[src/rtl/pong_engine.sv]
// Two-player pong game core: paddles, ball kinematics, collisions, scoring and
// serve/point/game-over sequencing, advanced once per frame_tick.
module pong_engine #(
  parameter int unsigned SCR_W       = 640,
  parameter int unsigned SCR_H       = 480,
  parameter int unsigned PAD_W       = 8,
  parameter int unsigned PAD_H       = 50,
  parameter int unsigned BALL_S      = 8,
  parameter int unsigned P1_X        = 40,
  parameter int unsigned P2_X        = 600,
  parameter int unsigned P_SPD       = 16,
  parameter int unsigned BX_SPD      = 8,
  parameter int unsigned BY_SPD      = 8,
  parameter int unsigned WIN_SCORE   = 9,
  parameter int unsigned BEEP_FRAMES = 4
) (
  input  logic       clk,
  input  logic       rst_n,
  input  logic       frame_tick,
  input  logic       p1_up,
  input  logic       p1_dn,
  input  logic       p2_up,
  input  logic       p2_dn,
  input  logic       p1_srv,
  input  logic       p2_srv,
  output logic [8:0] p1_y,
  output logic [8:0] p2_y,
  output logic [9:0] ball_x,
  output logic [8:0] ball_y,
  output logic [3:0] score1,
  output logic [3:0] score2,
  output logic [1:0] state,
  output logic       server,
  output logic       winner,
  output logic       beep_lo,
  output logic       beep_hi
);

  typedef enum logic [1:0] {SERVE = 2'd0, PLAY = 2'd1, POINT = 2'd2, OVER = 2'd3} state_t;

  localparam int unsigned CW = $clog2(BEEP_FRAMES + 1);

  localparam logic [8:0] PAD_Y0 = 9'((SCR_H - PAD_H) / 2);
  localparam logic [9:0] PARK_L = 10'(P1_X + PAD_W);
  localparam logic [9:0] PARK_R = 10'(P2_X - BALL_S);
  localparam logic [8:0] PARK_Y = 9'((SCR_H - BALL_S) / 2);
  localparam logic [3:0] WIN    = 4'(WIN_SCORE);
  localparam logic [CW-1:0] BEEP_LD = CW'(BEEP_FRAMES);

  localparam logic signed [10:0] PAD_MAX_S = 11'(SCR_H - PAD_H);
  localparam logic signed [10:0] P_SPD_S   = 11'(P_SPD);
  localparam logic signed [10:0] PZERO_S   = '0;

  localparam logic signed [11:0] ZERO_S   = '0;
  localparam logic signed [11:0] BALL_S_S = 12'(BALL_S);
  localparam logic signed [11:0] PAD_H_S  = 12'(PAD_H);
  localparam logic signed [11:0] X_MAX_S  = 12'(SCR_W - BALL_S);
  localparam logic signed [11:0] Y_MAX_S  = 12'(SCR_H - BALL_S);
  localparam logic signed [11:0] P1_X_S   = 12'(P1_X);
  localparam logic signed [11:0] P1_R_S   = 12'(P1_X + PAD_W);
  localparam logic signed [11:0] P2_X_S   = 12'(P2_X);
  localparam logic signed [11:0] P2_R_S   = 12'(P2_X + PAD_W);
  localparam logic signed [11:0] BX_S     = 12'(BX_SPD);
  localparam logic signed [11:0] BY_S     = 12'(BY_SPD);

  state_t               st;
  logic                 p1_prev, p2_prev;
  logic                 p1_rise, p2_rise;
  logic signed [11:0]   vx, vy;
  logic [CW-1:0]        beep_cnt;
  logic [CW-1:0]        pt_cnt;

  logic [8:0]           p1_nxt, p2_nxt;
  logic signed [11:0]   nx_raw, ny_raw, ny_c, p1e, p2e;
  logic signed [11:0]   vx_n, vy_n;
  logic [9:0]           bx_n;
  logic [8:0]           by_n;
  logic                 ov1, ov2, wall, pad, miss_l, miss_r;

  function automatic logic [8:0] pad_next(input logic [8:0] y, input logic up, input logic dn);
    logic signed [10:0] t;
    t = $signed({2'b00, y});
    if (up && !dn)      t = t - P_SPD_S;
    else if (dn && !up) t = t + P_SPD_S;
    if (t < PZERO_S)        t = PZERO_S;
    else if (t > PAD_MAX_S) t = PAD_MAX_S;
    return t[8:0];
  endfunction

  function automatic logic [3:0] sat_inc(input logic [3:0] s);
    return (s < WIN) ? s + 4'd1 : s;
  endfunction

  assign p1_rise = p1_srv & ~p1_prev;
  assign p2_rise = p2_srv & ~p2_prev;
  assign state   = st;
  assign beep_lo = (beep_cnt != '0);

  // Wall clamp first, then paddle test against the clamped y and the paddles'
  // updated positions; miss is judged on the unclamped x and wins over a hit.
  always_comb begin
    p1_nxt = pad_next(p1_y, p1_up, p1_dn);
    p2_nxt = pad_next(p2_y, p2_up, p2_dn);
    nx_raw = $signed({2'b00, ball_x}) + vx;
    ny_raw = $signed({3'b000, ball_y}) + vy;
    ny_c   = ny_raw;
    vy_n   = vy;
    wall   = 1'b0;
    if (ny_raw <= ZERO_S) begin
      ny_c = ZERO_S;
      vy_n = BY_S;
      wall = 1'b1;
    end else if (ny_raw >= Y_MAX_S) begin
      ny_c = Y_MAX_S;
      vy_n = -BY_S;
      wall = 1'b1;
    end
    p1e  = $signed({3'b000, p1_nxt});
    p2e  = $signed({3'b000, p2_nxt});
    ov1  = (ny_c < p1e + PAD_H_S) && (ny_c + BALL_S_S > p1e);
    ov2  = (ny_c < p2e + PAD_H_S) && (ny_c + BALL_S_S > p2e);
    bx_n = nx_raw[9:0];
    vx_n = vx;
    pad  = 1'b0;
    if (vx < ZERO_S && nx_raw < P1_R_S && nx_raw + BALL_S_S > P1_X_S && ov1) begin
      bx_n = PARK_L;
      vx_n = BX_S;
      pad  = 1'b1;
    end else if (vx > ZERO_S && nx_raw < P2_R_S && nx_raw + BALL_S_S > P2_X_S && ov2) begin
      bx_n = PARK_R;
      vx_n = -BX_S;
      pad  = 1'b1;
    end
    miss_l = (nx_raw <= ZERO_S);
    miss_r = (nx_raw >= X_MAX_S);
    by_n   = ny_c[8:0];
  end

  always_ff @(posedge clk or negedge rst_n) begin
    if (!rst_n) begin
      st       <= SERVE;
      p1_prev  <= 1'b0;
      p2_prev  <= 1'b0;
      p1_y     <= PAD_Y0;
      p2_y     <= PAD_Y0;
      ball_x   <= PARK_R;
      ball_y   <= PARK_Y;
      vx       <= '0;
      vy       <= '0;
      score1   <= '0;
      score2   <= '0;
      server   <= 1'b1;
      winner   <= 1'b0;
      beep_cnt <= '0;
      beep_hi  <= 1'b0;
      pt_cnt   <= '0;
    end else begin
      p1_prev <= p1_srv;
      p2_prev <= p2_srv;
      if (frame_tick) begin
        if (beep_cnt != '0) beep_cnt <= beep_cnt - 1'b1;
        if (st != OVER) begin
          p1_y <= p1_nxt;
          p2_y <= p2_nxt;
        end
      end
      case (st)
        SERVE: begin
          if (server ? p2_rise : p1_rise) begin
            st <= PLAY;
            vx <= server ? -BX_S : BX_S;
            vy <= BY_S;
          end
        end
        PLAY: begin
          if (frame_tick) begin
            if (miss_l || miss_r) begin
              st      <= POINT;
              vx      <= '0;
              vy      <= '0;
              beep_hi <= 1'b1;
              pt_cnt  <= BEEP_LD;
              if (miss_l) begin
                score2 <= sat_inc(score2);
                server <= 1'b0;
              end else begin
                score1 <= sat_inc(score1);
                server <= 1'b1;
              end
            end else begin
              ball_x <= bx_n;
              ball_y <= by_n;
              vx     <= vx_n;
              vy     <= vy_n;
              if (wall || pad) beep_cnt <= BEEP_LD;
            end
          end
        end
        POINT: begin
          if (frame_tick) begin
            if (pt_cnt <= 1) begin
              beep_hi <= 1'b0;
              pt_cnt  <= '0;
              ball_x  <= server ? PARK_R : PARK_L;
              ball_y  <= PARK_Y;
              // server was handed to the player who conceded, so the scorer is ~server
              if ((server ? score1 : score2) == WIN) begin
                st     <= OVER;
                winner <= ~server;
              end else begin
                st <= SERVE;
              end
            end else begin
              pt_cnt <= pt_cnt - 1'b1;
            end
          end
        end
        OVER: begin
          if (p1_rise || p2_rise) begin
            score1 <= '0;
            score2 <= '0;
            st     <= SERVE;
            server <= ~winner;
            ball_x <= winner ? PARK_L : PARK_R;
            ball_y <= PARK_Y;
          end
        end
        default: st <= SERVE;
      endcase
    end
  end

endmodule
[config.mk]
export PLATFORM = sky130hd
export DESIGN_NAME = pong_engine
export DESIGN_NICKNAME = d
export VERILOG_FILES = /design/src/rtl/pong_engine.sv
export SDC_FILE = /design/constraint.sdc
export NUM_CORES = 1
export LEC_CHECK = 0
export CORE_MARGIN = 1.5
export CORE_UTILIZATION = 41
export CTS_CLUSTER_SIZE = 25
export DETAILED_ROUTE_END_ITERATION = 8
export GPL_TIMING_DRIVEN = 0
export HOLD_SLACK_MARGIN = 0.12
export PLACE_DENSITY = 0.69
export SYNTH_ARGS = -nofsm -noshare
export SYNTH_HDL_FRONTEND = slang
export SYNTH_SLANG_ARGS = --single-unit
[constraint.sdc]
create_clock -name clk -period 4.9 [get_ports clk]
set_clock_uncertainty 0.05 [all_clocks]
set_input_delay 0.49 -clock clk [delete_from_list [all_inputs] [get_ports clk]]
set_output_delay 0.49 -clock clk [all_outputs]
set_load 0.005 [all_outputs]
**Clock nets**

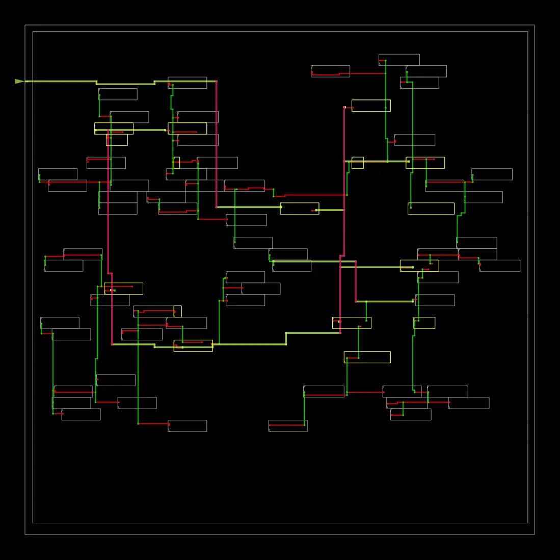
sequential cell count: 59
Worst-Skew Late Latency: 0.34 ns
Num Clock Sinks: 59

**Pin placement**

Drawn at 3 px/µm. Pins as bars across the die edge, other pins in grey.
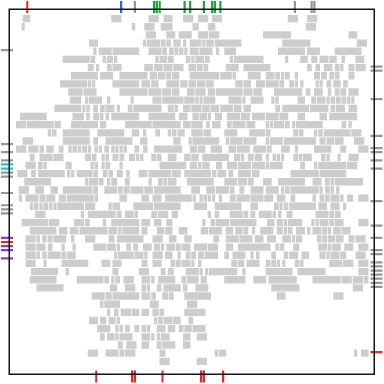
legend:
  green:
    port: `ball_y`
    pins: 9
    direction: output
    edge: top
  cyan:
    port: `state`
    pins: 2
    direction: output
    edge: left
  blue:
    port: `beep_lo`
    pins: 1
    direction: output
    edge: top
  red:
    port: `ball_x`
    pins: 10
    direction: output
    edge: 7 bottom, 1 top, 1 right, 1 left
  purple:
    port: `score2`
    pins: 4
    direction: output
    edge: left
DIE HEIGHT: 121.2 µm
count of input and output buffers: 55
die width: 121.2 µm

==> run summary <==
Item: results of the latest flow run.

- The stage delay of the slowest cell on the critical path is 0.55 ns.
- The setup slack of the critical path after layout is -0.1100 ns.
- Summing all multi-input logic gate instances after layout gives 4218 µm².
- According to the timing report, the critical path is launched from ball_y[3]$_DFFE_PN1P_.
- The flow ran to the end, but the final reports show violations.
- Per the final layout report, the fraction of cells sized above drive strength 1 comes to 0.1722.
- The netlist uses 81 different library cells.
- In the post-synthesis netlist, the biggest area contributors are dfrtp_1, ha_1, dfstp_2, o21ai_0, nand2_1.
- STA classifies the critical path startpoint as a flip-flop.
- The checks that failed: negative setup slack.
- The post-synth register bit count is 59.
- The clock buffers instantiated in the layout total 12.
- The number of nets in the final layout is 865.
- The non-filler instance count after layout is 970.
- Counting every instance in the synthesized netlist gives 693.
- In this run the tools logged warnings totalling 41.
- The met3 track utilization from global routing is 0.04417.
- The count of endpoints failing setup in the final report is 11.
- According to the floorplan report, the placeable core area is 13770 µm².
- Final hold analysis gives a worst-case slack of 0.4312 ns.
- The endpoint of the most critical setup path is beep_cnt[2]$_DFF_PN0_.
- In the final report, the number of hold violations comes to 0.
- In this run the most critical hold path is launched from p2_y[0]$_DFFE_PN1P_.
**Metal 4**

Drawn at 3 px/µm.
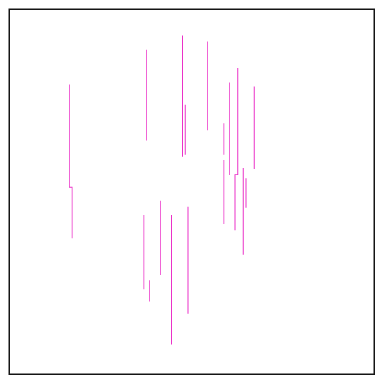
main direction: vertical
longest straight run: 42.8 µm
wire length on this layer: 483 µm
share of all routed wire: 3.0%
nets with wire on the layer: 16
total number of vias: 5700
Post-Route WL: 16.18 mm

